===== config.mk =====
export PLATFORM = sky130hd
export DESIGN_NAME = ser_word_aligner
export DESIGN_NICKNAME = d
export VERILOG_FILES = /design/src/rtl/ser_word_aligner_pkg.sv /design/src/rtl/ser_shift_window.sv /design/src/rtl/ser_word_aligner.sv
export SDC_FILE = /design/constraint.sdc
export NUM_CORES = 1
export LEC_CHECK = 0
export ABC_CLOCK_PERIOD_IN_PS = 3840
export CAP_MARGIN = 5
export CORE_ASPECT_RATIO = 0.8
export CORE_MARGIN = 5
export CORE_UTILIZATION = 59
export DETAILED_ROUTE_END_ITERATION = 6
export GPL_ROUTABILITY_DRIVEN = 0
export PLACE_DENSITY = 0.83
export SYNTH_ARGS = -nofsm -noshare
export SYNTH_HDL_FRONTEND = slang
export SYNTH_SLANG_ARGS = --single-unit

===== constraint.sdc =====
create_clock -name CK -period 3.84 [get_ports CK]
set_clock_uncertainty 0.05 [all_clocks]
set_input_delay 0.96 -clock CK [delete_from_list [all_inputs] [get_ports CK]]
set_output_delay 0.96 -clock CK [all_outputs]
set_load 0.05 [all_outputs]

===== src/rtl/ser_word_aligner_pkg.sv =====
// Shared types and helpers for the serial word aligner.
//   state_e   : aligner FSM state encoding
//   SAT_W     : width of the saturating comma/miss counters (holds 1..15)
//   cnt_width : bit-counter width for a given word width
//   sat_inc   : saturating increment for the comma/miss counters
package ser_word_aligner_pkg;

  typedef enum logic [1:0] {
    ST_HUNT    = 2'd0,
    ST_CONFIRM = 2'd1,
    ST_LOCKED  = 2'd2
  } state_e;

  localparam int unsigned SAT_W = 4;
  localparam logic [SAT_W-1:0] SAT_MAX = '1;

  function automatic int unsigned cnt_width(input int unsigned width);
    return (width > 1) ? int'($clog2(width)) : 1;
  endfunction

  function automatic logic [SAT_W-1:0] sat_inc(input logic [SAT_W-1:0] v);
    return (v == SAT_MAX) ? v : v + SAT_W'(1);
  endfunction

endpackage


===== src/rtl/ser_shift_window.sv =====
// Input conditioning, shift register and comma window comparator.
//   CK, CDN   : clock, async active-low reset
//   D         : serial line
//   sr_next_c : shift register contents after this edge's bit (comb)
//   match_c   : sr_next_c equals the comma pattern (comb)
module ser_shift_window #(
  parameter int unsigned      WIDTH  = 8,
  parameter logic [WIDTH-1:0] COMMA  = 8'hBC,
  parameter bit               INV_IN = 1'b0
) (
  input  logic             CK,
  input  logic             CDN,
  input  logic             D,
  output logic [WIDTH-1:0] sr_next_c,
  output logic             match_c
);

  logic [WIDTH-1:0] sr_q;
  logic [WIDTH-1:0] sr_d;
  logic             d_c;

  // Newest bit enters at the LSB, so the first-received bit ends at the MSB.
  always_comb begin
    d_c       = D ^ INV_IN;
    sr_next_c = {sr_q[WIDTH-2:0], d_c};
    match_c   = (sr_next_c == COMMA);
    sr_d      = sr_next_c;
  end

  always_ff @(posedge CK or negedge CDN) begin
    if (!CDN) sr_q <= '0;
    else      sr_q <= sr_d;
  end

endmodule


===== src/rtl/ser_word_aligner.sv =====
// Serial-to-parallel receiver with comma-based word alignment.
//   CK, CDN : clock, async active-low reset
//   D       : serial data, one bit per rising edge
//   BITSLIP : delay word boundary by one bit (ignored while locked)
//   Q       : received word, first-received bit at Q[WIDTH-1]
//   QVALID  : one-cycle strobe, Q updated this cycle
//   LOCKED  : word alignment confirmed
module ser_word_aligner
  import ser_word_aligner_pkg::*;
#(
  parameter int unsigned      WIDTH    = 8,
  parameter logic [WIDTH-1:0] COMMA    = 8'hBC,
  parameter bit               INV_IN   = 1'b0,
  parameter int unsigned      LOCK_CNT = 3,
  parameter int unsigned      MISS_MAX = 2
) (
  input  logic             CK,
  input  logic             CDN,
  input  logic             D,
  input  logic             BITSLIP,
  output logic [WIDTH-1:0] Q,
  output logic             QVALID,
  output logic             LOCKED
);

  localparam int unsigned      CNT_W  = cnt_width(WIDTH);
  localparam logic [CNT_W-1:0] CNT_END = CNT_W'(WIDTH - 1);
  localparam logic [SAT_W-1:0] LOCK_N = SAT_W'(LOCK_CNT);
  localparam logic [SAT_W-1:0] MISS_N = SAT_W'(MISS_MAX);

  logic [WIDTH-1:0] sr_next_c;
  logic             match_c;

  ser_shift_window #(
    .WIDTH  (WIDTH),
    .COMMA  (COMMA),
    .INV_IN (INV_IN)
  ) u_window (
    .CK        (CK),
    .CDN       (CDN),
    .D         (D),
    .sr_next_c (sr_next_c),
    .match_c   (match_c)
  );

  state_e           state_q, state_d;
  logic [CNT_W-1:0] cnt_q, cnt_d;
  logic [SAT_W-1:0] comma_cnt_q, comma_cnt_d;
  logic [SAT_W-1:0] miss_cnt_q, miss_cnt_d;
  logic [WIDTH-1:0] q_q, q_d;
  logic             qvalid_q, qvalid_d;
  logic             locked_q, locked_d;
  logic             boundary_c;
  logic             emit_c;
  logic             realign_c;

  // Next-state, framing and output logic.
  always_comb begin
    boundary_c  = (cnt_q == CNT_END);
    state_d     = state_q;
    cnt_d       = boundary_c ? '0 : cnt_q + CNT_W'(1);
    comma_cnt_d = comma_cnt_q;
    miss_cnt_d  = miss_cnt_q;
    q_d         = q_q;
    qvalid_d    = 1'b0;
    locked_d    = locked_q;
    emit_c      = boundary_c;
    realign_c   = 1'b0;

    unique case (state_q)
      ST_HUNT, ST_CONFIRM: begin
        // A comma wins over BITSLIP; an off-boundary comma re-frames.
        if (match_c && ((state_q == ST_HUNT) || !boundary_c)) begin
          realign_c = 1'b1;
        end else if (match_c) begin
          comma_cnt_d = sat_inc(comma_cnt_q);
          if (comma_cnt_d >= LOCK_N) begin
            state_d  = ST_LOCKED;
            locked_d = 1'b1;
          end
        end else if (BITSLIP) begin
          cnt_d = cnt_q;
        end
      end
      ST_LOCKED: begin
        // Framing is frozen here; commas only feed the miss counter.
        if (match_c && boundary_c) begin
          miss_cnt_d = '0;
        end else if (match_c) begin
          miss_cnt_d = sat_inc(miss_cnt_q);
          if (miss_cnt_d >= MISS_N) begin
            state_d     = ST_HUNT;
            locked_d    = 1'b0;
            comma_cnt_d = '0;
            miss_cnt_d  = '0;
          end
        end
      end
      default: begin
        state_d  = ST_HUNT;
        locked_d = 1'b0;
      end
    endcase

    if (realign_c) begin
      cnt_d       = '0;
      emit_c      = 1'b1;
      comma_cnt_d = SAT_W'(1);
      if (LOCK_N <= SAT_W'(1)) begin
        state_d  = ST_LOCKED;
        locked_d = 1'b1;
      end else begin
        state_d  = ST_CONFIRM;
      end
    end

    if (emit_c) begin
      q_d      = sr_next_c;
      qvalid_d = 1'b1;
    end
  end

  always_ff @(posedge CK or negedge CDN) begin
    if (!CDN) begin
      state_q     <= ST_HUNT;
      cnt_q       <= '0;
      comma_cnt_q <= '0;
      miss_cnt_q  <= '0;
      q_q         <= '0;
      qvalid_q    <= 1'b0;
      locked_q    <= 1'b0;
    end else begin
      state_q     <= state_d;
      cnt_q       <= cnt_d;
      comma_cnt_q <= comma_cnt_d;
      miss_cnt_q  <= miss_cnt_d;
      q_q         <= q_d;
      qvalid_q    <= qvalid_d;
      locked_q    <= locked_d;
    end
  end

  assign Q      = q_q;
  assign QVALID = qvalid_q;
  assign LOCKED = locked_q;

endmodule


Figure 1. The metal 3 layer.
(8 px per µm)
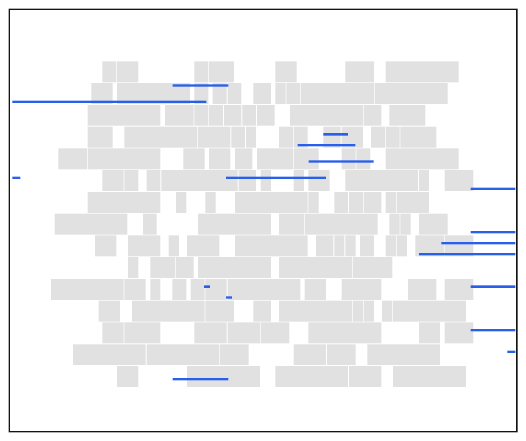
nets with wire on the layer: 12
wire length on this layer: 111 µm
final WL: 2540 µm
vias post-DR: 944
GR Util met3: 0.0558

Figure 2. Cell density map.
(6 px per µm) 6 x 5 tiles, from dark blue (low) to red (high), 0 to 100% covered.
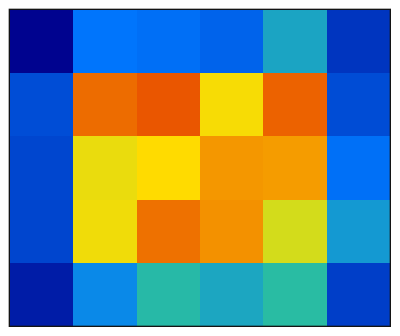
nearly empty tiles: 3.3%
fullest tile: 90%
densest ninth of the die: centre
tiles over 75% full: 27%
mean over tiles: 46%
core box area: 2160 µm²
Init Core Util: 0.620

Figure 3. Track usage over the die.
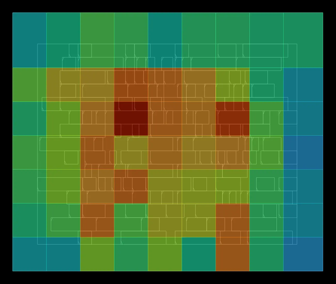
drt wl/cell: 15.8 µm
Most Crowded Layer GR: met2
Total GRT Usage: 0.186

==> registers in the layout, indices dropped and copies added (netlist names) <==
register	cells
u_window.sr_q	7
cnt_q	3
LOCKED	1
QVALID	1
comma_cnt_q	4
state_q	2
miss_cnt_q	4
Q	8
==> cell type report <==
cell class	count	area, µm²	share of cell area
clock buffer	6	51.3	0.0331
timing repair buffer	14	138	0.0889
inverter	5	18.8	0.0121
tap	25	31.3	0.0202
multi-input combinational	79	546	0.352
sequential	30	751	0.485
clock inverter	2	12.5	0.00808
==> routing by layer <==
metal / up-vias / track usage / routed length [µm]
li1: 454 / - / -
met1: 465 / 0.229 / 1150
met2: 19 / 0.294 / 1220
met3: 6 / 0.0558 / 110
met4: 0 / 0.104 / 59
met5: - / 0 / 0
==> results.txt <==
fresh numbers from the pnr run: vias in the first global route=981, Tot Pwr=0.00104 W, Worst Path Max Fanout=9, power density over cell area=675 nW/µm², Synth top cells by count=30 x dfrtp_1, 12 x nand2_1, 11 x o21ai_0, row cnt=15, Chip Area, Yosys=1340 µm², crit path kind=primary input to flop, Slew headroom=0.473, Latency at later pin=340 ps, Hold-fix buffers, CTS=0, Buffers & Inverters on Critical Path=2, Placement Setup Slack=803 ps, pin count of the biggest net entering global routing=31, Reg clk slew, reported paths=100 ps, post-synth top area share=0.561, DP Area=1480 µm², FA/HA/MAJ Cells, Area Fraction=0.0374, minimum clock period=2670 ps, Comb group=0.000412 W, drt via density=5.86, HP Start=u_window.sr_q[5], CP startpoint=D, Final Hold Vio Count=0, Largest logic family=AND-OR/OR-AND gates, Seq share, synth=0.561, final net count=143, Final WS setup=1170 ps, Crit path largest cell delay=710 ps, worst path cell trace=clkdlybuf4s50_1 > nor4_1 > a21oi_2 > inv_1 > nor2_1 > mux2_2, CP endpoint=cnt_q[0], final global-route overflow total=0, Synth area leader=dfrtp_1, clk root buf=clkbuf_4, Hold Path End=u_window.sr_q[6], Die X=63.3 µm, Logic pwr share=0.395, CTS-repair resized insts=0, unrepaired setup endpoints after global routing=false, number of fill cells in the layout=156, # diodes=0, final hold slack=361 ps, ANT nets after route=0, FMAX=0.374 GHz, DRT iter0 DRCs=30, worst reg2reg setup slack=1760 ps, share of cells above drive strength 1=0.147, Yosys reg bits=30, Commonest flop=dfrtp_1, clk pwr=0.000202 W, XOR/XNOR share of the synthesized area=0, Vert. Die Dim=52.6 µm, Max IR drop VDD=0.000549 V, kind of cell adding the most delay to the critical path=simple AND/OR/NAND/NOR gates, Worst EP arrival=2860 ps, most common cell in the netlist=dfrtp_1, design area=1550 µm², CP required=4020 ps, Stages on worst setup path=6, CP endpoint kind=flop, CTS Sinks=30, final setup TNS=0 ps, Startpoint Class=primary input, most numerous logic cells after layout=30 x dfrtp_1, 13 x clkdlybuf4s50_1, 12 x nand2_1, I/O pin cnt=14, Hold Path Stages=0, Final Util=0.717, Area contributors post-synth=dfrtp_1 56%, mux2_2 5.9%, o21ai_0 4.1%, ha_1 3.7%, nand2_1 3.4%, Mux cell area share=0.0589, total die size=3330 µm², Synth-to-Final Area Change=15.6%, clock buffer count from CTS=5, internal power=0.000626 W, status=finished, final reports clean, cells in synth_stat.txt=117, Simple Share, Synth=0.144, Final Max Slew Viols=0, Sw Ratio=0.400
Power figures rest on the tool's default switching activity, not on a simulated workload.
